Figure 1. Port wiring.
The bar under the picture is 20 um long.
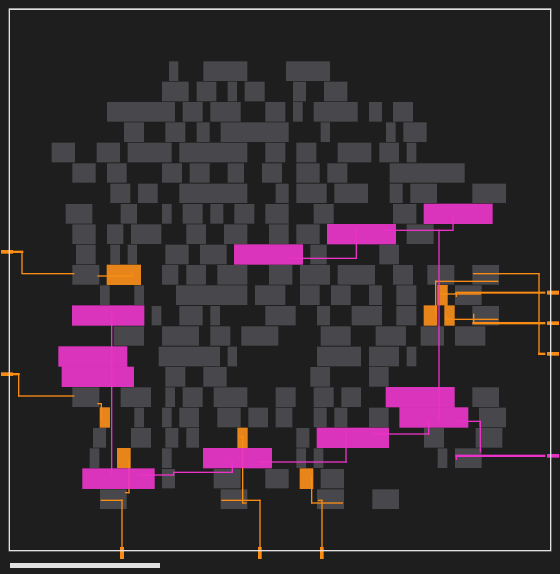
Figure 2. Routed metal, one colour a layer.
Two of the layers only.
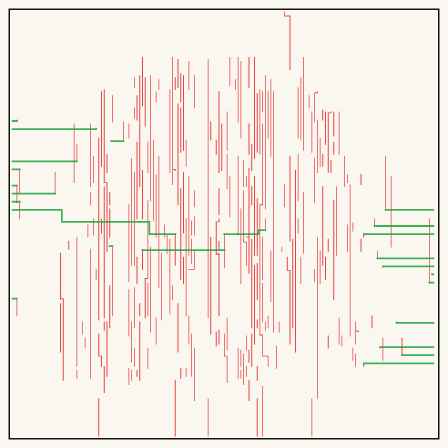
Figure 3. Close-up of the layout.
The bar under the picture is 10 um long. Window x 21 to 51, y 21 to 51 um. Cells in grey, sequential cells in the stronger grey; small squares are vias.
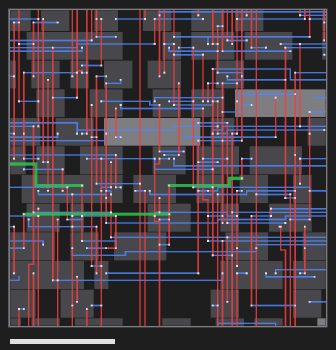
Figure 4. Signal wires on met1.
Supply wires on this layer in grey.
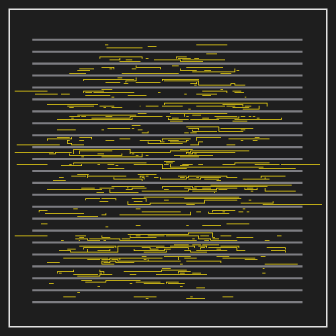
Figure 5. Clock wiring as the flow saved it.
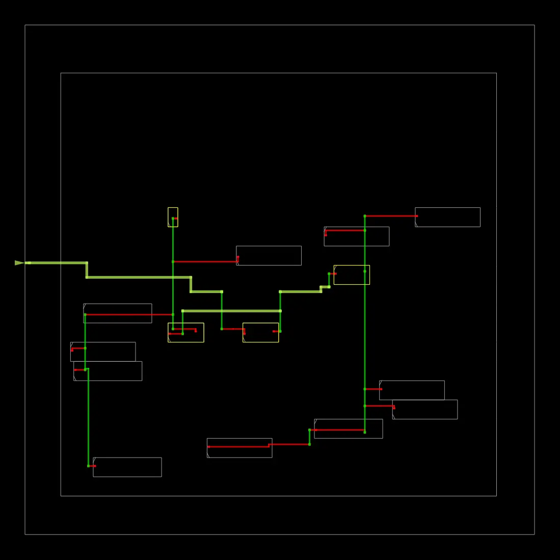
## config.mk

```make
export PLATFORM = sky130hd
export DESIGN_NAME = prog_updown_counter_flat
export DESIGN_NICKNAME = d
export VERILOG_FILES = /design/src/rtl/prog_updown_counter_pkg.sv /design/src/rtl/prog_updown_counter_if.sv /design/src/rtl/prog_updown_counter_enable_prescaler.sv /design/src/rtl/prog_updown_counter.sv /design/src/flat_wrapper.sv
export SDC_FILE = /design/constraint.sdc
export NUM_CORES = 1
export LEC_CHECK = 0
export CAP_MARGIN = 20
export CELL_PAD_IN_SITES_DETAIL_PLACEMENT = 1
export CELL_PAD_IN_SITES_GLOBAL_PLACEMENT = 2
export CORE_MARGIN = 5
export CORE_UTILIZATION = 24
export DETAILED_ROUTE_END_ITERATION = 16
export PLACE_DENSITY_LB_ADDON = 0.1
export SLEW_MARGIN = 20
export SYNTH_ARGS = -nofsm -noshare
export SYNTH_HDL_FRONTEND = slang
export SYNTH_SLANG_ARGS = --single-unit
```

## constraint.sdc

```tcl
create_clock -name clk -period 1.84 [get_ports clk]
set_clock_uncertainty 0.15 [all_clocks]
set_input_delay 0.368 -clock clk [delete_from_list [all_inputs] [get_ports clk]]
set_output_delay 0.368 -clock clk [all_outputs]
set_load 0.02 [all_outputs]
```

## src/rtl/prog_updown_counter_pkg.sv

```systemverilog
// Shared constants and helpers for the programmable up/down counter.
// Mode/direction encodings plus a ceil-log2 used to size the prescaler.
package counter_pkg;

    localparam int   CNT_MODE_WRAP = 0;
    localparam int   CNT_MODE_SAT  = 1;
    localparam logic CNT_DIR_UP    = 1'b1;
    localparam logic CNT_DIR_DN    = 1'b0;

    function automatic int clog2(input int n);
        int r;
        r = 0;
        for (int i = 0; i < 31; i++) begin
            if ((1 << i) < n) r = i + 1;
        end
        return r;
    endfunction

endpackage

```

## src/rtl/prog_updown_counter_if.sv

```systemverilog
// Control/status bundle of the programmable up/down counter.
// The master drives controls; the slave (counter) drives status.
interface prog_updown_counter_if #(
    parameter int WIDTH = 8
);

    logic             clr;
    logic             enable;
    logic             up_dn;
    logic             load_en;
    logic [WIDTH-1:0] load_val;
    logic             clr_flags;
    logic [WIDTH-1:0] count;
    logic             tc;
    logic             ovf_flag;
    logic             at_max;
    logic             at_zero;

    modport master (
        output clr, enable, up_dn,
        output load_en, load_val, clr_flags,
        input  count, tc, ovf_flag,
        input  at_max, at_zero
    );

    modport slave (
        input  clr, enable, up_dn,
        input  load_en, load_val, clr_flags,
        output count, tc, ovf_flag,
        output at_max, at_zero
    );

endinterface

```

## src/rtl/prog_updown_counter_enable_prescaler.sv

```systemverilog
// Divides the count enable: one tick per PRESCALE enabled cycles.
// Phase holds while enable is low; restart returns it to zero.
module enable_prescaler
    import counter_pkg::*;
#(
    parameter int PRESCALE = 1
) (
    input  logic clk,
    input  logic rst_n,
    input  logic restart,
    input  logic enable,
    output logic tick
);

    localparam int PW_RAW = clog2(PRESCALE);
    localparam int PW = (PW_RAW < 1) ? 1 : PW_RAW;
    localparam logic [PW-1:0] LAST = PW'(PRESCALE - 1);

    logic [PW-1:0] pre_q;
    logic [PW-1:0] pre_d;

    assign tick = enable & (pre_q == LAST);

    always_comb begin
        pre_d = pre_q;
        if (restart || tick) begin
            pre_d = '0;
        end else if (enable) begin
            pre_d = pre_q + PW'(1);
        end
    end

    always_ff @(posedge clk or negedge rst_n) begin
        if (!rst_n) pre_q <= '0;
        else        pre_q <= pre_d;
    end

endmodule

```

## src/rtl/prog_updown_counter.sv

```systemverilog
// Programmable-modulus up/down counter with load, clear, prescaled
// enable, wrap/saturate ends, terminal-count pulse and sticky overflow.
module prog_updown_counter
    import counter_pkg::*;
#(
    parameter int          WIDTH    = 8,
    parameter int unsigned MAX_VAL  = (2 ** WIDTH) - 1,
    parameter int          PRESCALE = 1,
    parameter int          SATURATE = 0
) (
    input logic               clk,
    input logic               rst_n,
    prog_updown_counter_if.slave bus
);

    localparam logic [WIDTH-1:0] MAXV = WIDTH'(MAX_VAL);
    localparam bit SAT = (SATURATE == CNT_MODE_SAT);

    initial begin
        if (WIDTH < 2)
            $error("WIDTH must be >= 2");
        if (MAX_VAL < 1 ||
            longint'(MAX_VAL) >= (longint'(1) << WIDTH))
            $error("MAX_VAL out of range");
        if (PRESCALE < 1)
            $error("PRESCALE must be >= 1");
    end

    logic [WIDTH-1:0] cnt_q, cnt_d;
    logic [WIDTH-1:0] ld_val;
    logic             tc_q, tc_d;
    logic             ovf_q, ovf_d;
    logic             tick;
    logic             restart;
    logic             up;
    logic             at_end;

    assign restart = bus.clr | bus.load_en;

    enable_prescaler #(
        .PRESCALE(PRESCALE)
    ) u_pre (
        .clk    (clk),
        .rst_n  (rst_n),
        .restart(restart),
        .enable (bus.enable),
        .tick   (tick)
    );

    assign up     = (bus.up_dn == CNT_DIR_UP);
    assign ld_val = (bus.load_val > MAXV) ? MAXV : bus.load_val;
    assign at_end = up ? (cnt_q == MAXV) : (cnt_q == '0);

    // Range end is tested before stepping, so +1/-1 never overflows.
    always_comb begin
        cnt_d = cnt_q;
        tc_d  = 1'b0;
        if (bus.clr) begin
            cnt_d = '0;
        end else if (bus.load_en) begin
            cnt_d = ld_val;
        end else if (tick) begin
            tc_d = at_end;
            if (!at_end)
                cnt_d = up ? cnt_q + WIDTH'(1) : cnt_q - WIDTH'(1);
            else if (!SAT)
                cnt_d = up ? '0 : MAXV;
        end
        ovf_d = tc_d | (ovf_q & ~bus.clr_flags);
    end

    always_ff @(posedge clk or negedge rst_n) begin
        if (!rst_n) begin
            cnt_q <= '0;
            tc_q  <= 1'b0;
            ovf_q <= 1'b0;
        end else begin
            cnt_q <= cnt_d;
            tc_q  <= tc_d;
            ovf_q <= ovf_d;
        end
    end

    assign bus.count    = cnt_q;
    assign bus.tc       = tc_q;
    assign bus.ovf_flag = ovf_q;
    assign bus.at_max   = (cnt_q == MAXV);
    assign bus.at_zero  = (cnt_q == '0);

endmodule
```

## src/flat_wrapper.sv

```systemverilog
// flat-port wrapper written by rule: the top's interface ports become plain ports
module prog_updown_counter_flat import counter_pkg::*;
#(
    parameter int          WIDTH    = 8,
    parameter int unsigned MAX_VAL  = (2 ** WIDTH) - 1,
    parameter int          PRESCALE = 1,
    parameter int          SATURATE = 0
)
  (clk, rst_n, bus_clr, bus_enable, bus_up_dn, bus_load_en, bus_load_val, bus_clr_flags, bus_count, bus_tc, bus_ovf_flag, bus_at_max, bus_at_zero);
  prog_updown_counter_if #(.WIDTH(WIDTH)) bus_i ();
  input logic clk;
  input logic rst_n;
  input wire logic [$bits(bus_i.clr)-1:0] bus_clr;
  input wire logic [$bits(bus_i.enable)-1:0] bus_enable;
  input wire logic [$bits(bus_i.up_dn)-1:0] bus_up_dn;
  input wire logic [$bits(bus_i.load_en)-1:0] bus_load_en;
  input wire logic [$bits(bus_i.load_val)-1:0] bus_load_val;
  input wire logic [$bits(bus_i.clr_flags)-1:0] bus_clr_flags;
  output wire logic [$bits(bus_i.count)-1:0] bus_count;
  output wire logic [$bits(bus_i.tc)-1:0] bus_tc;
  output wire logic [$bits(bus_i.ovf_flag)-1:0] bus_ovf_flag;
  output wire logic [$bits(bus_i.at_max)-1:0] bus_at_max;
  output wire logic [$bits(bus_i.at_zero)-1:0] bus_at_zero;
  assign bus_i.clr = bus_clr;
  assign bus_i.enable = bus_enable;
  assign bus_i.up_dn = bus_up_dn;
  assign bus_i.load_en = bus_load_en;
  assign bus_i.load_val = bus_load_val;
  assign bus_i.clr_flags = bus_clr_flags;
  assign bus_count = bus_i.count;
  assign bus_tc = bus_i.tc;
  assign bus_ovf_flag = bus_i.ovf_flag;
  assign bus_at_max = bus_i.at_max;
  assign bus_at_zero = bus_i.at_zero;
  prog_updown_counter #(.WIDTH(WIDTH), .MAX_VAL(MAX_VAL), .PRESCALE(PRESCALE), .SATURATE(SATURATE)) u_core (.clk(clk), .rst_n(rst_n), .bus(bus_i));
endmodule
```

==> results.sh <==
# yosys + openroad results
export IMPL_reg2reg_slack_ps=-240
export IMPL_setup_violations=9
export IMPL_grt_pass1_vias=1180
export IMPL_netlist_top_cells_count="nor2_1 (14), dfrtp_1 (11), a21oi_1 (10)"
export IMPL_cts_clk_slew_worst_paths_ps=50
export IMPL_fmax_mhz=481
export IMPL_post_cts_buffers=6
export IMPL_critPathLaunchType="register"
export IMPL_drt_met1_wl_um=1620
export IMPL_fp_util=0.251
export IMPL_top_area_frac=0.298
export IMPL_p_leak_nw=0.803
export IMPL_hp_class="in2async"
export IMPL_dr_wl_met2_um=1820
export IMPL_vdd_drop_max_v=0.000432
export IMPL_ys_types=38
export IMPL_synthArstFlopShare=1.00
export IMPL_post_route_period_util=1.13
export IMPL_whs_ps=326
export IMPL_synthesis_area_um2=925
export IMPL_syn_inst=109
export IMPL_rsz0062_at_grt="true"
export IMPL_via_per_inst=4.88
export IMPL_ff_type="dfrtp_1"
export IMPL_grt_total_usage=0.147
export IMPL_cap_violations=0
export IMPL_final_nets=201
export IMPL_dieArea_um2=5190
export IMPL_r2r_end="u_core.bus.count[7]"
export IMPL_arrival_ps=2060
export IMPL_cts_path_max_buffers=2
export IMPL_critPathRequiredTime_ps=1820
export IMPL_drive_gt1_frac=0.466
export IMPL_synth_area_per_cell_um2=8.48
export IMPL_use_met2=0.253
export IMPL_top_usage_layer="met2"
export IMPL_timing_rr_start="u_core.bus.count[1]"
export IMPL_period_minus_slack_ps=2080
export IMPL_final_cell_mix="buf_4 (37), clkdlybuf4s50_1 (15), nor2_1 (12)"
export IMPL_cts_tree="built"
export IMPL_pwr_share_comb=0.506
export IMPL_top_layer="met4"
export IMPL_status="finished with violations"
export IMPL_core_um2=3690
export IMPL_yosys_stat_area_um2=925
export IMPL_seq_area_frac_synth=0.298
export IMPL_clockPowerShare=0.238
export IMPL_dpl_hpwl_um=2730
export IMPL_clock_root_buffer="clkbuf_8"
export IMPL_yosysWarnings=0
export IMPL_grt_max_degree=12
export IMPL_switching_share=0.343
export IMPL_top_area_cell="dfrtp_1"
export IMPL_slew_violations=0
export IMPL_antenna_found_initial=0
export IMPL_p_int_w=0.000700
export IMPL_cts_max_level=1
export IMPL_violations="negative setup slack"
export IMPL_dr_wl_met3_um=172
export IMPL_numSynthFlops=11
export IMPL_ff2ff_path_depth=8
export IMPL_crit_type="reg2reg"
export IMPL_power_top_group="combinational logic"
export IMPL_drc_errors=0
export IMPL_ant_nets=0
export IMPL_area_delta_synth_final_pct=92.3
export IMPL_switching_power_w=0.000366
export IMPL_lay_top_count="buf_4"
export IMPL_place_congestion=0.826
export IMPL_die_w_um=72.1
export IMPL_tightest_slew_ps=532
export IMPL_fin_ws_ps=-240
export IMPL_grt_pass1_wl_um=5910
export IMPL_log_warning_count=29
export IMPL_synth_top_cell_by_count="nor2_1"
export IMPL_dp_slack_ps=-789
export IMPL_cts_resized=44
Back to the opening pictures, Figure 1:
legend:
  orange:
    port: bus_load_val
    bits: 8
    direction: input
    edge: 3 south, 3 east, 2 west
    end_cells: 8
    wire: 148 um
  magenta:
    port: rst_n
    bits: 1
    direction: input
    edge: east
    end_cells: 11
    wire: 129 um
IO Pins: 27
Port Buffers: 26

Back to the opening pictures, Figure 2:
legend:
  red:
    layer: met2
    wire_length: 1820 um
  green:
    layer: met3
    wire_length: 172 um
via count: 1103
total wire length: 3630 um
detailed-route wire length per cell: 16.0 um

Back to the opening pictures, Figure 3:
legend:
  green:
    layer: met3
  blue:
    layer: met1
  red:
    layer: met2
most frequent: buf_4 (16), buf_6 (4)
netlist names of flops here include: u_core.bus.count (2)
sequential cells in the window: 2
cells with their middle in the window: 54

Back to the opening pictures, Figure 4:
share of all routed wire: 45%
longest straight run: 23.5 um
main direction: horizontal
met1 GRT Util: 0.183

Back to the opening pictures, Figure 5:
clk ins delay skew pair: 240 ps
total CTS buffers: 3
P_clk: 0.000254 W
clk sink count: 11
flop count: 11

worst max-delay path, stage by stage (launching register included):
cell      delay [ps]
dfrtp_2          410
buf_6            130
ha_4             210
a21oi_4          120
o211ai_1         160
o41ai_2          270
xnor2_1          130
a21o_1           190
a22o_1           190
area by class of cell:
cell class / instances / area (um^2)
fillers: 459 / 1910
multi-input cells: 89 / 777
repair buffers: 68 / 591
flip-flops and latches: 11 / 280
well taps: 48 / 60.1
clock buffers: 4 / 45.0
inverters: 6 / 25.0
cells by family (layout without fill, tap and decap cells):
kind of cell | count (synthesis) | count (layout) | synth area share
adders and majority gates | 7 | 7 | 0.103
xor gates and xnor gates | 4 | 4 | 0.0379
buffers and inverters | 9 | 78 | 0.0460
and+or+nand+nor | 46 | 46 | 0.280
DFF | 11 | 11 | 0.298
AOI/OAI and AO/OA | 32 | 32 | 0.235
worst max path at each step:
stage / from / end / depth (start not counted)
after detailed placement: bus_up_dn / u_core.bus.count[7] / 9
after global routing: u_core.bus.count[1] / u_core.bus.count[7] / 8
after CTS: u_core.bus.count[1] / u_core.bus.count[7] / 8
after global placement: bus_up_dn / u_core.bus.count[7] / 9
final: u_core.bus.count[1] / u_core.bus.count[7] / 8
after floorplan: bus_up_dn / u_core.bus.count[7] / 8
through the flow:
stage                     power (W)  utilization  TNS (ps)  instance area, um^2  cells
after floorplan            0.000485            -      -277                  933    109
after global placement     0.000701        0.408     -4320                 1500    216
after detailed placement   0.000711        0.408     -4740                 1500    216
after CTS                   0.00103        0.458     -1060                 1690    224
after global routing        0.00113        0.482     -1950                 1780    226
final                       0.00107        0.482     -1190                 1780    226
sequential cells by signal, indices dropped and copies added, names as in the netlist:
signal	count
u_core.bus.count	8
u_core.bus.ovf_flag	1
u_core.bus.tc	1
u_core.u_pre.pre_q	1
Power figures rest on the tool's default switching activity, not on a simulated workload.
